[config.mk]
export PLATFORM = sky130hd
export DESIGN_NAME = vmem_port_arbiter
export DESIGN_NICKNAME = d
export VERILOG_FILES = /design/src/rtl/vmem_port_arbiter.sv
export SDC_FILE = /design/constraint.sdc
export NUM_CORES = 1
export LEC_CHECK = 0
export CAP_MARGIN = 20
export CORE_MARGIN = 2
export CORE_UTILIZATION = 43
export CTS_BUF_LIST = sky130_fd_sc_hd__clkbuf_8 sky130_fd_sc_hd__clkbuf_16
export CTS_CLUSTER_DIAMETER = 50
export DETAILED_ROUTE_END_ITERATION = 8
export PLACE_DENSITY = 0.78
export SLEW_MARGIN = 30
export SYNTH_ARGS = -nofsm -noshare
export SYNTH_HDL_FRONTEND = slang
export SYNTH_SLANG_ARGS = --single-unit
[constraint.sdc]
create_clock -name clk -period 6 [get_ports clk]
set_clock_uncertainty 0.05 [all_clocks]
set_input_delay 0.6 -clock clk [delete_from_list [all_inputs] [get_ports clk]]
set_output_delay 0.6 -clock clk [all_outputs]
set_load 0.02 [all_outputs]
[src/rtl/vmem_port_arbiter.sv]
// Arbitrates scalar accesses and strided vector bursts onto RAM port A, one access per cycle.
// Optional VMEM_SCALAR_PREEMPT_EN: scalar requests pre-empt an active burst for one cycle each.
module vmem_port_arbiter #(
  parameter int ADDR_WIDTH = 19,
  parameter int DATA_WIDTH = 32,
  parameter int LEN_W      = 4
) (
  input  logic                  clk,
  input  logic                  rst,
  input  logic                  s_req,
  input  logic                  s_we,
  input  logic [ADDR_WIDTH-1:0] s_addr,
  input  logic [DATA_WIDTH-1:0] s_wdata,
  output logic                  s_gnt,
  output logic                  s_rvalid,
  input  logic                  v_req,
  input  logic                  v_we,
  input  logic [ADDR_WIDTH-1:0] v_base,
  input  logic [ADDR_WIDTH-1:0] v_stride,
  input  logic [LEN_W-1:0]      v_len,
  input  logic [DATA_WIDTH-1:0] v_wdata,
  output logic                  v_ack,
  output logic                  v_issue,
  output logic [LEN_W-1:0]      v_idx,
  output logic                  v_rvalid,
  output logic                  v_done,
  output logic [DATA_WIDTH-1:0] rdata,
  output logic                  ram_w,
  output logic [ADDR_WIDTH-1:0] ram_addr_a,
  output logic [DATA_WIDTH-1:0] ram_din_a,
  input  logic [DATA_WIDTH-1:0] ram_dout_a
);

  typedef enum logic {IDLE, BURST} state_t;

  state_t                state_q, state_d;
  logic                  last_vec_q, last_vec_d;
  logic [LEN_W-1:0]      idx_q, idx_d, len_q, len_d;
  logic [ADDR_WIDTH-1:0] nxt_q, nxt_d, stride_q, stride_d;
  logic                  we_q, we_d;
  logic [ADDR_WIDTH-1:0] last_addr_q;
  logic [DATA_WIDTH-1:0] last_din_q, rdata_q;
  logic                  s_rvalid_q, v_rvalid_q, done_q;

  logic                  gnt_s, ack_v, issue_v, access, acc_we, done_d;
  logic [ADDR_WIDTH-1:0] acc_addr;
  logic [DATA_WIDTH-1:0] acc_din;
  logic [LEN_W-1:0]      idx_out;

  always_comb begin
    state_d    = state_q;
    last_vec_d = last_vec_q;
    idx_d      = idx_q;
    len_d      = len_q;
    nxt_d      = nxt_q;
    stride_d   = stride_q;
    we_d       = we_q;
    gnt_s      = 1'b0;
    ack_v      = 1'b0;
    issue_v    = 1'b0;
    access     = 1'b0;
    acc_we     = 1'b0;
    acc_addr   = last_addr_q;
    acc_din    = last_din_q;
    idx_out    = '0;
    done_d     = 1'b0;
    case (state_q)
      IDLE: begin
        // Tie goes to whichever requester did not win last time.
        if (s_req && (!v_req || last_vec_q)) begin
          gnt_s      = 1'b1;
          last_vec_d = 1'b0;
          access     = 1'b1;
          acc_we     = s_we;
          acc_addr   = s_addr;
          acc_din    = s_wdata;
        end else if (v_req) begin
          ack_v      = 1'b1;
          last_vec_d = 1'b1;
          len_d      = v_len;
          stride_d   = v_stride;
          we_d       = v_we;
          if (v_len == '0) begin
            done_d = 1'b1;
          end else begin
            issue_v  = 1'b1;
            access   = 1'b1;
            acc_we   = v_we;
            acc_addr = v_base;
            acc_din  = v_wdata;
            nxt_d    = v_base + v_stride;
            idx_d    = LEN_W'(1);
            if (v_len == LEN_W'(1)) done_d = 1'b1;
            else                    state_d = BURST;
          end
        end
      end
      BURST: begin
        idx_out = idx_q;
`ifdef VMEM_SCALAR_PREEMPT_EN
        if (s_req) begin
          gnt_s      = 1'b1;
          last_vec_d = 1'b0;
          access     = 1'b1;
          acc_we     = s_we;
          acc_addr   = s_addr;
          acc_din    = s_wdata;
        end else
`endif
        begin
          issue_v  = 1'b1;
          access   = 1'b1;
          acc_we   = we_q;
          acc_addr = nxt_q;
          acc_din  = v_wdata;
          nxt_d    = nxt_q + stride_q;
          idx_d    = idx_q + LEN_W'(1);
          if (idx_q == len_q - LEN_W'(1)) begin
            done_d  = 1'b1;
            state_d = IDLE;
          end
        end
      end
      default: state_d = IDLE;
    endcase
  end

  always_ff @(posedge clk or posedge rst) begin
    if (rst) begin
      state_q     <= IDLE;
      last_vec_q  <= 1'b1;
      idx_q       <= '0;
      len_q       <= '0;
      nxt_q       <= '0;
      stride_q    <= '0;
      we_q        <= 1'b0;
      last_addr_q <= '0;
      last_din_q  <= '0;
      rdata_q     <= '0;
      s_rvalid_q  <= 1'b0;
      v_rvalid_q  <= 1'b0;
      done_q      <= 1'b0;
    end else begin
      state_q     <= state_d;
      last_vec_q  <= last_vec_d;
      idx_q       <= idx_d;
      len_q       <= len_d;
      nxt_q       <= nxt_d;
      stride_q    <= stride_d;
      we_q        <= we_d;
      last_addr_q <= acc_addr;
      last_din_q  <= acc_din;
      s_rvalid_q  <= gnt_s & ~acc_we;
      v_rvalid_q  <= issue_v & ~acc_we;
      done_q      <= done_d;
      if (access && !acc_we) rdata_q <= ram_dout_a;
    end
  end

  // Combinational outputs are masked so reset forces them low within the same cycle.
  assign s_gnt      = gnt_s & ~rst;
  assign v_ack      = ack_v & ~rst;
  assign v_issue    = issue_v & ~rst;
  assign v_idx      = rst ? '0 : idx_out;
  assign ram_w      = access & acc_we & ~rst;
  assign ram_addr_a = rst ? '0 : acc_addr;
  assign ram_din_a  = rst ? '0 : acc_din;
  assign s_rvalid   = s_rvalid_q;
  assign v_rvalid   = v_rvalid_q;
  assign v_done     = done_q;
  assign rdata      = rdata_q;

endmodule
Signal metal coverage by tile:
Scale: 2 px per um. 28 x 28 tiles, from dark purple (low) to yellow (high), scaled to the fullest tile. Values are wire area over tile area, all layers added.
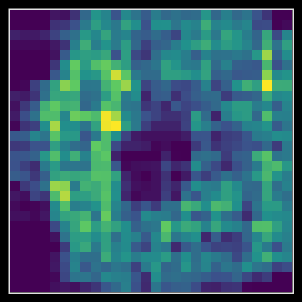
fullest tile	0.58
nearly empty tiles	10%
tiles over half the peak	24%
mean over tiles	0.20
Vias: 7349
DR WL/cell: 18.4 um
Detailed Route WL: 24.7 mm
gr usage total: 24.7%

Close-up of the layout:
Region (56, 56) to (86, 86) um. Cells in grey, sequential cells in the stronger grey; small squares are vias.
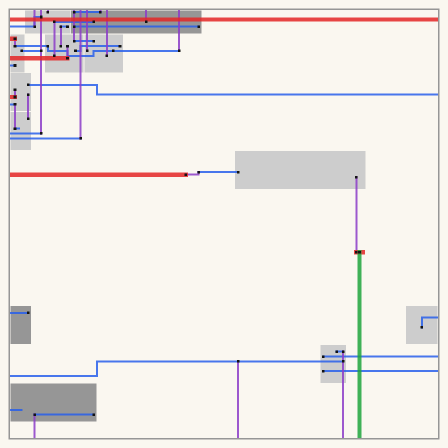
colour	layer
blue	metal 1
red	metal 3
green	metal 4
purple	metal 2
most frequent	dfrtp_1 (2)
netlist names of flops here include	nxt_q (2)
cells with their middle in the window	9
sequential cells in the window	2

==> out/metrics.cfg <==
[synthesis]
yosysChipArea_mm2=0.00809
synthDistinctLibCells=61
synth.avg_cell_area_um2=9.39
ys_seq_share_pct=41.8
synth-edff-count=0
ff_type=dfrtp_1
netlist.area_leader.share_pct=41.4
ys_cells=862
async_flop_share_pct=100
yosys_warnings=0
synth.most_common_cell=dfrtp_1
topCellsByArea=dfrtp_1 (41%), mux2_2 (7.7%), ha_1 (5.9%)
common_cells=dfrtp_1 (134), a21oi_1 (94), nand2_1 (87)
yosysTopAreaCell=dfrtp_1
synth_nets=1065

[worst_setup_path]
reg2reg_to=stride_q[7]
r2r_slack_ns=3.16
crit_type=flop to output pin
worstPathRequired_ns=5.35
cp_slowest_cell=dfrtp_4
critPathTopFamily=buffers and inverters
critPathLaunch=state_q
path_depth=7
critPathCaptureType=output pin
cp_cell_sequence=inv_1 > nand2_1 > buf_4 > nand2_1 > o21ai_1 > and2_1 > clkdlybuf4s50_1
cp_num_buf_inv=3
slowest_delay_ns=0.64
worstPathArrival_ns=3.62
endpoint=ram_din_a[17]
reg2reg_depth=4
cp-start-kind=flop

[die]
initCoreUtil_pct=43.6
rows=50
core_area_mm2=0.0186
die_w_um=141
fp.dieH_um=141
num_io_pins=257

[clock_network]
cts_setup_buffers=0
clock_path_buffers=2
cts.sinks=135
holdBufCountCts=0
h-tree-depth=4
tritoncts.num_buffers=17

[final_timing]
tightest_slew_ns=0.939
fmax_mhz=234
finalCritPeriodShare_pct=71.2
setup_tns_ns=0
setup_viol=0
finalMaxSlewViolations=0
slew_headroom_pct=37.4
rsz0062_at_grt=no
min_period_ns=4.27

[hold_path]
hp-class=flop to flop
holdPathStages=1

[detailed_routing]
met3WireLength_mm=1.60
ant_nets=0
drt-met1-wl_mm=10.5
first_iter_violations=456
vias_per_cell=5.48
dr.max_layer_used=met4
met2_length_mm=12.1

[pwr]
p_per_area_mw_per_mm2=509
peakVddDrop_v=0.000223
internal_power_mw=3.49
p_switching_mw=2.33
power_frac_clock_pct=18.6

[finish]
drive_gt1_share_pct=10.5
antenna_cells=0
syn_to_final_growth_pct=41.1
area.sequential_mm2=0.00338
mi_logic_area_mm2=0.00441
finalNetCount=1298

[grt]
first_global_vias=7144
grt_pass1_wl_mm=38.7
antenna_found_initial=0
grt_max_degree=91

[place]
portBuffers=256
dpl.hpwl_mm=17.7
pre_cts_ws_ns=1.74
gp_congestion=0.910

[flow_run]
warning_count=26
maxCapViolCount=0

[run_status]
status=finished, final reports clean

Gate families picked out:
Scale: 3 px per um.
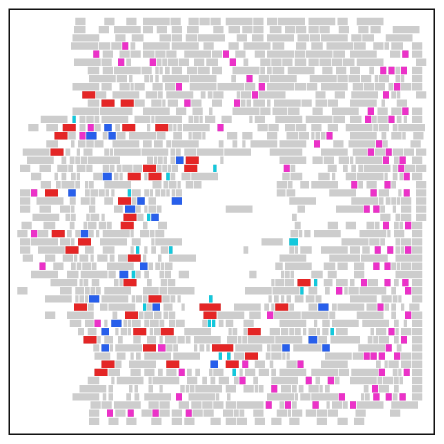
colour	family	cells
blue	AND-OR and OR-AND gates	23
magenta	AND and OR gates	91
cyan	inverters	19
red	adder and majority cells	40
most used logic cell in the final layout: clkdlybuf4s50_1
non-filler cells, final: 1342
Comb area share: 38.6%

Wiring by layer:
Scale: 3 px per um. Two of the layers only.
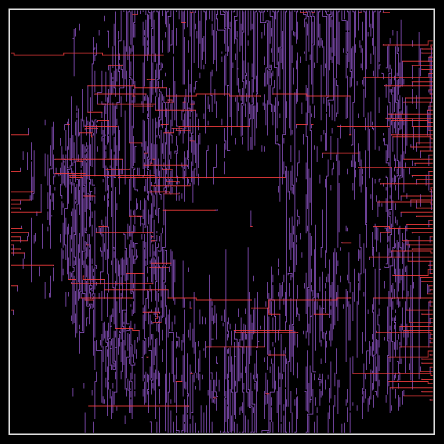
colour	layer	wire length
purple	metal 2	12100 um
red	metal 3	1600 um

stage by stage:
step	cells	hold slack (ns)	cell area (um^2)	power [mW]
after floorplan	862	0.400	8100	3.71
after global placement	1310	0.426	10800	4.63
after detailed placement	1310	0.424	10800	4.72
after CTS	1342	0.431	11400	5.83
after global routing	1342	0.448	11400	6.21
final	1342	0.439	11400	5.82
layout by cell type, fill, tap and decap left out, types with 4 or more instances in the layout:
| cell | instances |
|---|---|
| and2_1 | 52 |
| a21oi_1 | 94 |
| mux2_2 | 55 |
| o21ai_0 | 32 |
| nor3_1 | 11 |
| a211oi_1 | 5 |
| a31oi_1 | 6 |
| inv_1 | 19 |
| buf_4 | 9 |
| nand2b_1 | 4 |
| o21bai_1 | 4 |
| nor2b_1 | 5 |
| clkbuf_16 | 17 |
| nor2_1 | 46 |
| o21a_1 | 5 |
| nand2_1 | 87 |
| a221oi_1 | 4 |
| nand3_1 | 4 |
| clkinv_2 | 4 |
| nand4_1 | 8 |
| o21ai_1 | 45 |
| xor2_1 | 9 |
| and3_1 | 37 |
| ha_1 | 38 |
| a21o_1 | 9 |
| o211ai_1 | 4 |
| mux2i_1 | 21 |
| clkdlybuf4s50_1 | 256 |
| xnor2_1 | 25 |
| dfrtp_1 | 133 |
worst min-delay path by stage:
stage,start,endpoint
after global routing,we_q,v_rvalid
after detailed placement,we_q,v_rvalid
after floorplan,we_q,v_rvalid
final,we_q,v_rvalid
after global placement,we_q,v_rvalid
after CTS,we_q,v_rvalid
cell families (layout without fill, tap and decap cells):
kind of cell / count (synthesis) / in the layout / share of synthesized area, %
adder cells (fa/ha/maj): 40 / 40 / 6.37
flip-flops: 135 / 135 / 41.8
AND-OR/OR-AND: 240 / 240 / 17.7
XOR/XNOR: 34 / 34 / 3.68
AND/OR/NAND/NOR: 266 / 266 / 16.4
multiplexers: 76 / 76 / 10.2
buffers and inverters: 71 / 317 / 3.93
routing by layer:
| metal | track usage (%) | vias up |
|---|---|---|
| met3 | 5.30 | 36 |
| met4 | 8.16 | 0 |
| met5 | 0 | - |
| li1 | - | 3530 |
| met1 | 32.1 | 3515 |
| met2 | 41.1 | 268 |
power groups by stage:
stage | sequential (mW) | combinational (mW) | clock (mW)
2_1_floorplan | 1.68 | 2.03 | 0
3_3_place_gp | 1.62 | 3.01 | 0
3_5_place_dp | 1.64 | 3.07 | 0
4_1_cts | 1.63 | 3.10 | 1.10
5_1_grt | 1.69 | 3.38 | 1.14
6_report | 1.64 | 3.10 | 1.08
sequential cells by signal, summed over array words and instances (netlist names):
signal / cells
idx_q: 4
we_q: 1
nxt_q: 19
rdata: 32
state_q: 1
len_q: 4
last_din_q: 32
last_addr_q: 19
v_done: 1
s_rvalid: 1
stride_q: 19
v_rvalid: 1
last_vec_q: 1
final cells by class:
type | count | area share [%]
well taps | 234 | 2.56
repair buffers | 266 | 23.2
clock inverters | 13 | 1.35
inverters | 19 | 0.668
flip-flops and latches | 135 | 29.6
clock buffers | 19 | 3.97
multi-input cells | 656 | 38.6
Power is estimated from default activity; no workload was simulated.
